**config.mk**
```make
export PLATFORM = sky130hd
export DESIGN_NAME = lipsi_loader
export DESIGN_NICKNAME = d
export VERILOG_FILES = /design/src/rtl/lipsi_pkg.sv /design/src/rtl/lipsi_loader.sv
export SDC_FILE = /design/constraint.sdc
export NUM_CORES = 1
export LEC_CHECK = 0
export CAP_MARGIN = 25
export CORE_UTILIZATION = 54
export CTS_BUF_LIST = sky130_fd_sc_hd__clkbuf_8
export DETAILED_ROUTE_END_ITERATION = 10
export PLACE_DENSITY = 0.78
export SYNTH_ARGS = -nofsm -noshare
export SYNTH_HDL_FRONTEND = slang
export SYNTH_SLANG_ARGS = --single-unit
```
**constraint.sdc**
```tcl
create_clock -name clk -period 1.75 [get_ports clk]
set_input_delay 0.35 -clock clk [delete_from_list [all_inputs] [get_ports clk]]
set_output_delay 0.35 -clock clk [all_outputs]
set_load 0.02 [all_outputs]
```
**src/rtl/lipsi_pkg.sv**
```systemverilog
// Shared definitions for the Lipsi program loader.
//
// Holds the loader state encoding, the default program-memory address width,
// the width of the length byte, and small helpers used by the loader.
// The CHK state only exists when LOADER_CHECKSUM_EN is defined.
package lipsi_pkg;

  // Default program-memory address width (2**8 = 256 bytes of program store).
  localparam int LIPSI_ADDR_W = 8;

  // Width of the length byte that prefixes every load.
  localparam int LEN_W = 8;

  typedef enum logic [2:0] {
    ST_LEN   = 3'd0,
    ST_LOAD  = 3'd1,
    ST_RUN   = 3'd2,
    ST_ERROR = 3'd3
`ifdef LOADER_CHECKSUM_EN
    ,
    ST_CHK   = 3'd4
`endif
  } loader_state_e;

  // True for the states in which the loader takes bytes from the stream.
  function automatic logic state_accepts(input loader_state_e s);
    logic acc;
    case (s)
      ST_LEN:  acc = 1'b1;
      ST_LOAD: acc = 1'b1;
`ifdef LOADER_CHECKSUM_EN
      ST_CHK:  acc = 1'b1;
`endif
      default: acc = 1'b0;
    endcase
    return acc;
  endfunction

  // Running checksum step: 8-bit sum modulo 256.
  function automatic logic [LEN_W-1:0] csum_add(input logic [LEN_W-1:0] acc,
                                                input logic [LEN_W-1:0] b);
    return acc + b;
  endfunction

endpackage

```
**src/rtl/lipsi_loader.sv**
```systemverilog
// Lipsi program loader.
//
// Receives a byte stream (length byte, payload, optional checksum byte),
// writes the payload into program memory starting at address 0 and then
// releases the Lipsi core from hold.
//
// Ports:
//   clk        - single clock, rising edge
//   rst_n      - asynchronous active-low reset
//   ena        - design selected; low freezes the loader, ld_ready forced low
//   ld_data    - loader byte stream
//   ld_valid   - ld_data valid
//   ld_ready   - loader can accept a byte
//   mem_we     - program-memory write strobe (one cycle per payload byte)
//   mem_addr   - program-memory write address (held while mem_we is low)
//   mem_wdata  - program-memory write data (held while mem_we is low)
//   core_run   - core released; high only in RUN
//   err        - load failed; high only in ERROR
//
// Build option: define LOADER_CHECKSUM_EN to expect a trailing checksum byte
// (8-bit sum of the payload). A mismatch ends in ERROR. Without the macro
// there is no checksum state and err is constant 0.
module lipsi_loader
  import lipsi_pkg::*;
#(
  parameter int ADDR_W = LIPSI_ADDR_W
) (
  input  logic              clk,
  input  logic              rst_n,
  input  logic              ena,
  input  logic [7:0]        ld_data,
  input  logic              ld_valid,
  output logic              ld_ready,
  output logic              mem_we,
  output logic [ADDR_W-1:0] mem_addr,
  output logic [7:0]        mem_wdata,
  output logic              core_run,
  output logic              err
);

  loader_state_e      state_r;
  loader_state_e      state_next_s;
  logic [LEN_W-1:0]   count_r;
  logic [ADDR_W-1:0]  addr_r;
  logic               ready_r;
  logic               mem_we_r;
  logic [ADDR_W-1:0]  mem_addr_r;
  logic [7:0]         mem_wdata_r;
  logic               core_run_r;
  logic               accept_s;

`ifdef LOADER_CHECKSUM_EN
  logic [LEN_W-1:0]   csum_r;
  logic               err_r;
`endif

  // ready_r is registered from the next state so ld_ready drops on the same
  // edge that enters RUN/ERROR; ena gates it combinationally.
  assign ld_ready = ena & ready_r;
  assign accept_s = ena & ld_valid & ready_r;

  assign mem_we    = mem_we_r;
  assign mem_addr  = mem_addr_r;
  assign mem_wdata = mem_wdata_r;
  assign core_run  = core_run_r;
`ifdef LOADER_CHECKSUM_EN
  assign err       = err_r;
`else
  assign err       = 1'b0;
`endif

  // State register; ena low freezes the FSM.
  always_ff @(posedge clk or negedge rst_n) begin
    if (!rst_n) begin
      state_r <= ST_LEN;
    end else if (ena) begin
      state_r <= state_next_s;
    end else begin
      state_r <= state_r;
    end
  end

  // Next-state logic; only an accepted byte moves the FSM.
  always_comb begin
    state_next_s = state_r;
    case (state_r)
      ST_LEN: begin
        if (accept_s) begin
          if (ld_data == 8'd0) begin
            state_next_s = ST_RUN;
          end else begin
            state_next_s = ST_LOAD;
          end
        end else begin
          state_next_s = state_r;
        end
      end
      ST_LOAD: begin
        if (accept_s && (count_r == 8'd1)) begin
`ifdef LOADER_CHECKSUM_EN
          state_next_s = ST_CHK;
`else
          state_next_s = ST_RUN;
`endif
        end else begin
          state_next_s = state_r;
        end
      end
`ifdef LOADER_CHECKSUM_EN
      ST_CHK: begin
        if (accept_s) begin
          if (ld_data == csum_r) begin
            state_next_s = ST_RUN;
          end else begin
            state_next_s = ST_ERROR;
          end
        end else begin
          state_next_s = state_r;
        end
      end
`endif
      ST_RUN:   state_next_s = ST_RUN;
      ST_ERROR: state_next_s = ST_ERROR;
      default:  state_next_s = ST_LEN;
    endcase
  end

  // Datapath: length counter, address counter, write port and status flags.
  always_ff @(posedge clk or negedge rst_n) begin
    if (!rst_n) begin
      count_r     <= {LEN_W{1'b0}};
      addr_r      <= {ADDR_W{1'b0}};
      ready_r     <= 1'b0;
      mem_we_r    <= 1'b0;
      mem_addr_r  <= {ADDR_W{1'b0}};
      mem_wdata_r <= 8'd0;
      core_run_r  <= 1'b0;
`ifdef LOADER_CHECKSUM_EN
      csum_r      <= {LEN_W{1'b0}};
      err_r       <= 1'b0;
`endif
    end else begin
      // The strobe is a single-cycle pulse: a pulse issued just before ena
      // drops still completes, and no new one starts without an accept.
      mem_we_r <= 1'b0;
      if (accept_s) begin
        case (state_r)
          ST_LEN: begin
            count_r <= ld_data;
            addr_r  <= {ADDR_W{1'b0}};
`ifdef LOADER_CHECKSUM_EN
            csum_r  <= {LEN_W{1'b0}};
`endif
          end
          ST_LOAD: begin
            mem_we_r    <= 1'b1;
            mem_addr_r  <= addr_r;
            mem_wdata_r <= ld_data;
            addr_r      <= addr_r + {{(ADDR_W-1){1'b0}}, 1'b1};
            count_r     <= count_r - 8'd1;
`ifdef LOADER_CHECKSUM_EN
            csum_r      <= csum_add(csum_r, ld_data);
`endif
          end
          default: begin
            count_r <= count_r;
          end
        endcase
      end
      if (ena) begin
        ready_r    <= state_accepts(state_next_s);
        core_run_r <= (state_r == ST_RUN);
`ifdef LOADER_CHECKSUM_EN
        err_r      <= (state_r == ST_ERROR);
`endif
      end
    end
  end

endmodule

```
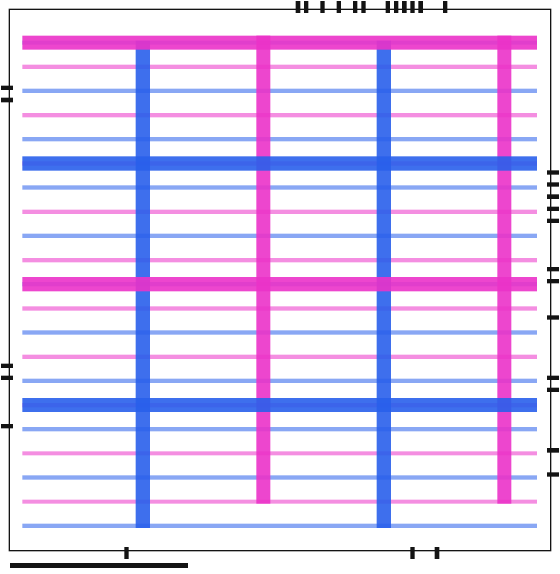
Fig. 1. Supply network.
Bar = 20 um. Pins as bars on the die edge.
| colour | net |
|---|---|
| blue | VSS |
| magenta | VDD |
signal pins: 32
met5 straps: 4
met4 straps: 4
met1 rails: 21

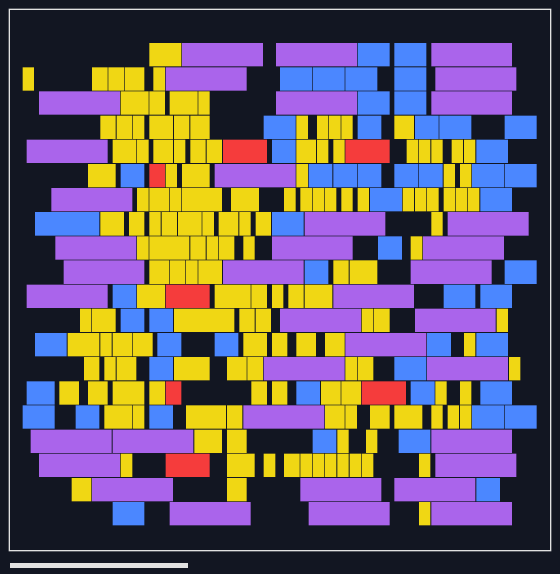
Fig. 2. Placement by cell class.
Bar = 20 um.
| colour | class | cells |
|---|---|---|
| yellow | combinational and other logic | 152 |
| red | clock drivers and dummy loads | 7 |
| purple | sequential cells | 38 |
| blue | remaining buffers and delay cells | 55 |
core occupancy in the finished layout: 0.764
final cell area excluding filler cells: 2410 sq um
placeable core area: 3150 sq um
number of placement rows: 20
flop share of the area: 0.395

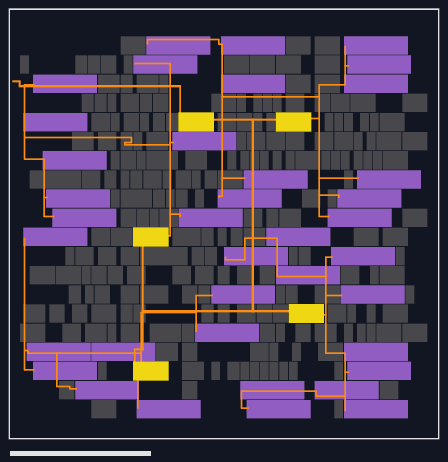
Fig. 3. Routed clock nets over the placement.
Bar = 20 um.
[orange] clock wires | length: 434 um
[yellow] clock drivers | count: 5
[purple] flip-flops | count: 38
routed clock nets: 6

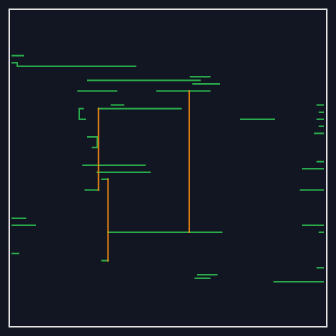
Fig. 4. Wiring by layer.
Only two layers are drawn.
| colour | layer | wire length |
|---|---|---|
| orange | metal 4 | 58.5 um |
| green | metal 3 | 201 um |
vias: 1653
Routed wire per std cell: 14.6 um

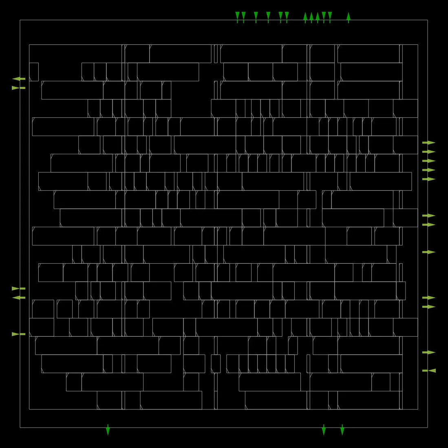
Fig. 5. Placement view.
filler-free cell count of the finished design: 296
Seq Cell Count: 38
Filler cells: 219
number of tapcells: 44

==> results.rst <==
Physical design figures
=======================

.. list-table::
   :header-rows: 1

   * - Metric
     - Value
   * - Insertion delay to the later sink of the worst-skew pair
     - 0.29 ns
   * - Cell type with the largest total area
     - sky130_fd_sc_hd__dfrtp_1
   * - Number of clock buffers inserted by TritonCTS
     - 5
   * - Initial DRC Count
     - 74
   * - Routed wire length
     - 4.33 mm
   * - Number of instances resized during post-cts repair
     - 1
   * - Gate Count Post-Synth
     - 201
   * - NumNets Final
     - 267
   * - Port Buf Inserts
     - 30
   * - Total buffers and inverters traversed by the critical path
     - 1
   * - Top routing layer in use
     - met4
   * - Largest stage delay on the critical path
     - 0.46 ns
   * - Routability Congestion
     - 0.915
   * - Mux contribution to synthesized area
     - 0
   * - Final HPWL from detailed placement
     - 3.10 mm
   * - Non-Clock Buffer Count
     - 55
   * - Proportion of synthesized chip area in sequential cells
     - 0.509
   * - Cell types occupying the most area after synthesis
     - sky130_fd_sc_hd__dfrtp_1 51%, sky130_fd_sc_hd__nand2_1 12%, sky130_fd_sc_hd__o21ai_0 3.2%
   * - Busiest metal layer after global routing
     - met2
   * - DRC violations left
     - 0
   * - Cell area after synthesis
     - 1870 sq um
   * - Area fraction in xor and xnor cells
     - 0
   * - Hold WC Path Type
     - reg -> reg
   * - DR WL met3
     - 200 um
   * - Final TNS setup
     - 0 ns
   * - Startpoint type of the worst setup path
     - flop
   * - Number of max-cap violations
     - 0
   * - Setup Crit Path Kind
     - reg -> reg
   * - Most common cell after layout, fill and taps aside
     - sky130_fd_sc_hd__nand2_1
   * - Slowest library cell on the worst path
     - sky130_fd_sc_hd__dfrtp_1
   * - Count of instantiated cells in the yosys netlist
     - 201
   * - Buffers inserted by post-CTS timing repair
     - 0
   * - Number of warning messages in the logs
     - 27
   * - CTS root buffer
     - sky130_fd_sc_hd__clkbuf_8
   * - Yosys cell types
     - 40
   * - Clk tree area frac
     - 0.0327
   * - Power Density
     - 1550 nW/um^2
   * - Inverters
     - 5
   * - IR drop worst, VDD
     - 901 uV
   * - First-pass iteration count of the detailed router
     - 4
   * - Maximum number of pins on one net before global-route repair
     - 39
   * - Worst-case clock skew
     - 0.00776 ns
   * - Floorplan utilization
     - 0.592
   * - Number of buffers added to fix hold violations after cts
     - 0
   * - Fraction of final layout cells sized beyond drive strength 1
     - 0.155
   * - Critical-path maximum fanout
     - 7
   * - Simple-gate area share of the yosys netlist
     - 0.265
   * - Met1 routing resource usage after global routing
     - 0.332
   * - Result of the run
     - complete, no violations
   * - Area taken by flip-flops and latches
     - 951 sq um
   * - Wire length of the first global-routing pass
     - 7.02 mm
   * - Die y size
     - 60.8 um
   * - Longest Clk Path Bufs
     - 2
   * - Final period utilization
     - 0.927
   * - Fin. Hold Viols
     - 0
   * - Metal-1 WL
     - 1.83 mm
   * - Post-synthesis net count
     - 216
   * - CP arrival
     - 1.85 ns
   * - Multi-input gate share of the layout cell area
     - 0.333
   * - Clock tree from TritonCTS
     - yes
   * - Dominant combinational family
     - simple AND/OR/NAND/NOR gates
   * - Clock sink total
     - 38
   * - Number of placed I/O pins
     - 32
   * - Power consumption
     - 3.74 mW
   * - Total count of max-transition violations in the final report
     - 0
   * - Clock buffer count
     - 5
   * - Clock Pin Slew Worst Setup and Hold Paths
     - 0.08 ns
   * - GRT overflow
     - 0
   * - # diodes
     - 0
   * - Critical Path, Cell by Cell
     - nor4_1, buf_4, nand4_1, nor3b_1, a211o_2
logic make-up (layout without fill, tap and decap cells):
family,count (synthesis),after routing
other,1,1
buffers and inverters,16,67
DFF,38,38
AOI/OAI and AO/OA,41,41
adders and majority gates,3,3
and+or+nand+nor,102,102
final timing paths:
path | start | end | slack, ns | cells after the start
worst min register to register | mem_wdata[7] | mem_wdata[7] | 0.48 | 2
max in group asynchronous | rst_n | ready_r | 0.91 | 2
worst max register to register | count_r[3] | state_r[1] | 0.13 | 5
min in group asynchronous | rst_n | mem_addr[5] | 0.51 | 2
worst min-delay path | mem_wdata[7] | mem_wdata[7] | 0.48 | 2
worst max-delay path | count_r[3] | state_r[1] | 0.13 | 5
report_power, final:
part	internal, mW	switching (mW)	total [mW]
clock network	0.267	0.299	0.567
registers	1.18	0.252	1.44
logic	0.806	0.935	1.74
cells in the mapped netlist:
cell                        number
sky130_fd_sc_hd__nor2b_1         2
sky130_fd_sc_hd__or3b_1          1
sky130_fd_sc_hd__nand2_1        59
sky130_fd_sc_hd__a211o_2         1
sky130_fd_sc_hd__nor2_1          8
sky130_fd_sc_hd__nor3b_4         1
sky130_fd_sc_hd__or3_1           1
sky130_fd_sc_hd__or3_4           1
sky130_fd_sc_hd__o211ai_1        3
sky130_fd_sc_hd__ha_1            3
sky130_fd_sc_hd__nor3_1          4
sky130_fd_sc_hd__nand2b_1        3
sky130_fd_sc_hd__buf_6           5
sky130_fd_sc_hd__a21oi_1         8
sky130_fd_sc_hd__o21ai_1         1
sky130_fd_sc_hd__buf_4           2
sky130_fd_sc_hd__nor3b_1         1
sky130_fd_sc_hd__inv_1           4
sky130_fd_sc_hd__nand3_1         4
sky130_fd_sc_hd__nor4_1          4
sky130_fd_sc_hd__a2bb2oi_1       3
sky130_fd_sc_hd__o2bb2ai_1       2
sky130_fd_sc_hd__o21ai_0        12
sky130_fd_sc_hd__o31ai_1         1
sky130_fd_sc_hd__nor3_2          1
sky130_fd_sc_hd__conb_1          1
sky130_fd_sc_hd__nand2_4         1
sky130_fd_sc_hd__clkinv_4        1
sky130_fd_sc_hd__or4_1           1
sky130_fd_sc_hd__dfrtp_1        38
sky130_fd_sc_hd__a21o_1          1
sky130_fd_sc_hd__clkbuf_1        1
sky130_fd_sc_hd__o22ai_1         4
sky130_fd_sc_hd__o32ai_1         1
sky130_fd_sc_hd__and3_1          6
sky130_fd_sc_hd__and2_1          1
sky130_fd_sc_hd__a22o_1          4
sky130_fd_sc_hd__nand3_2         1
sky130_fd_sc_hd__nand4_1         2
sky130_fd_sc_hd__buf_2           3
registers in the layout, indices dropped and copies added, names as in the netlist:
signal,flops
addr_r,8
core_run,1
count_r,8
mem_addr,8
mem_wdata,8
mem_we,1
ready_r,1
state_r,3
metrics by stage:
stage	cell area, sq um	setup WS (ns)	util
global placement	2330	-0.134	0.740
finish	2410	0.127	0.764
detailed placement	2330	-0.179	0.740
CTS	2410	0.119	0.764
global route	2410	0.0165	0.764
floorplan	1870	0.264	-
worst min-delay path, delay by kind of cell (launching register included):
family	cells	cell delay, ns
and+or+nand+nor	2	0.10
DFF	1	0.35
Power and IR drop assume default switching activity.
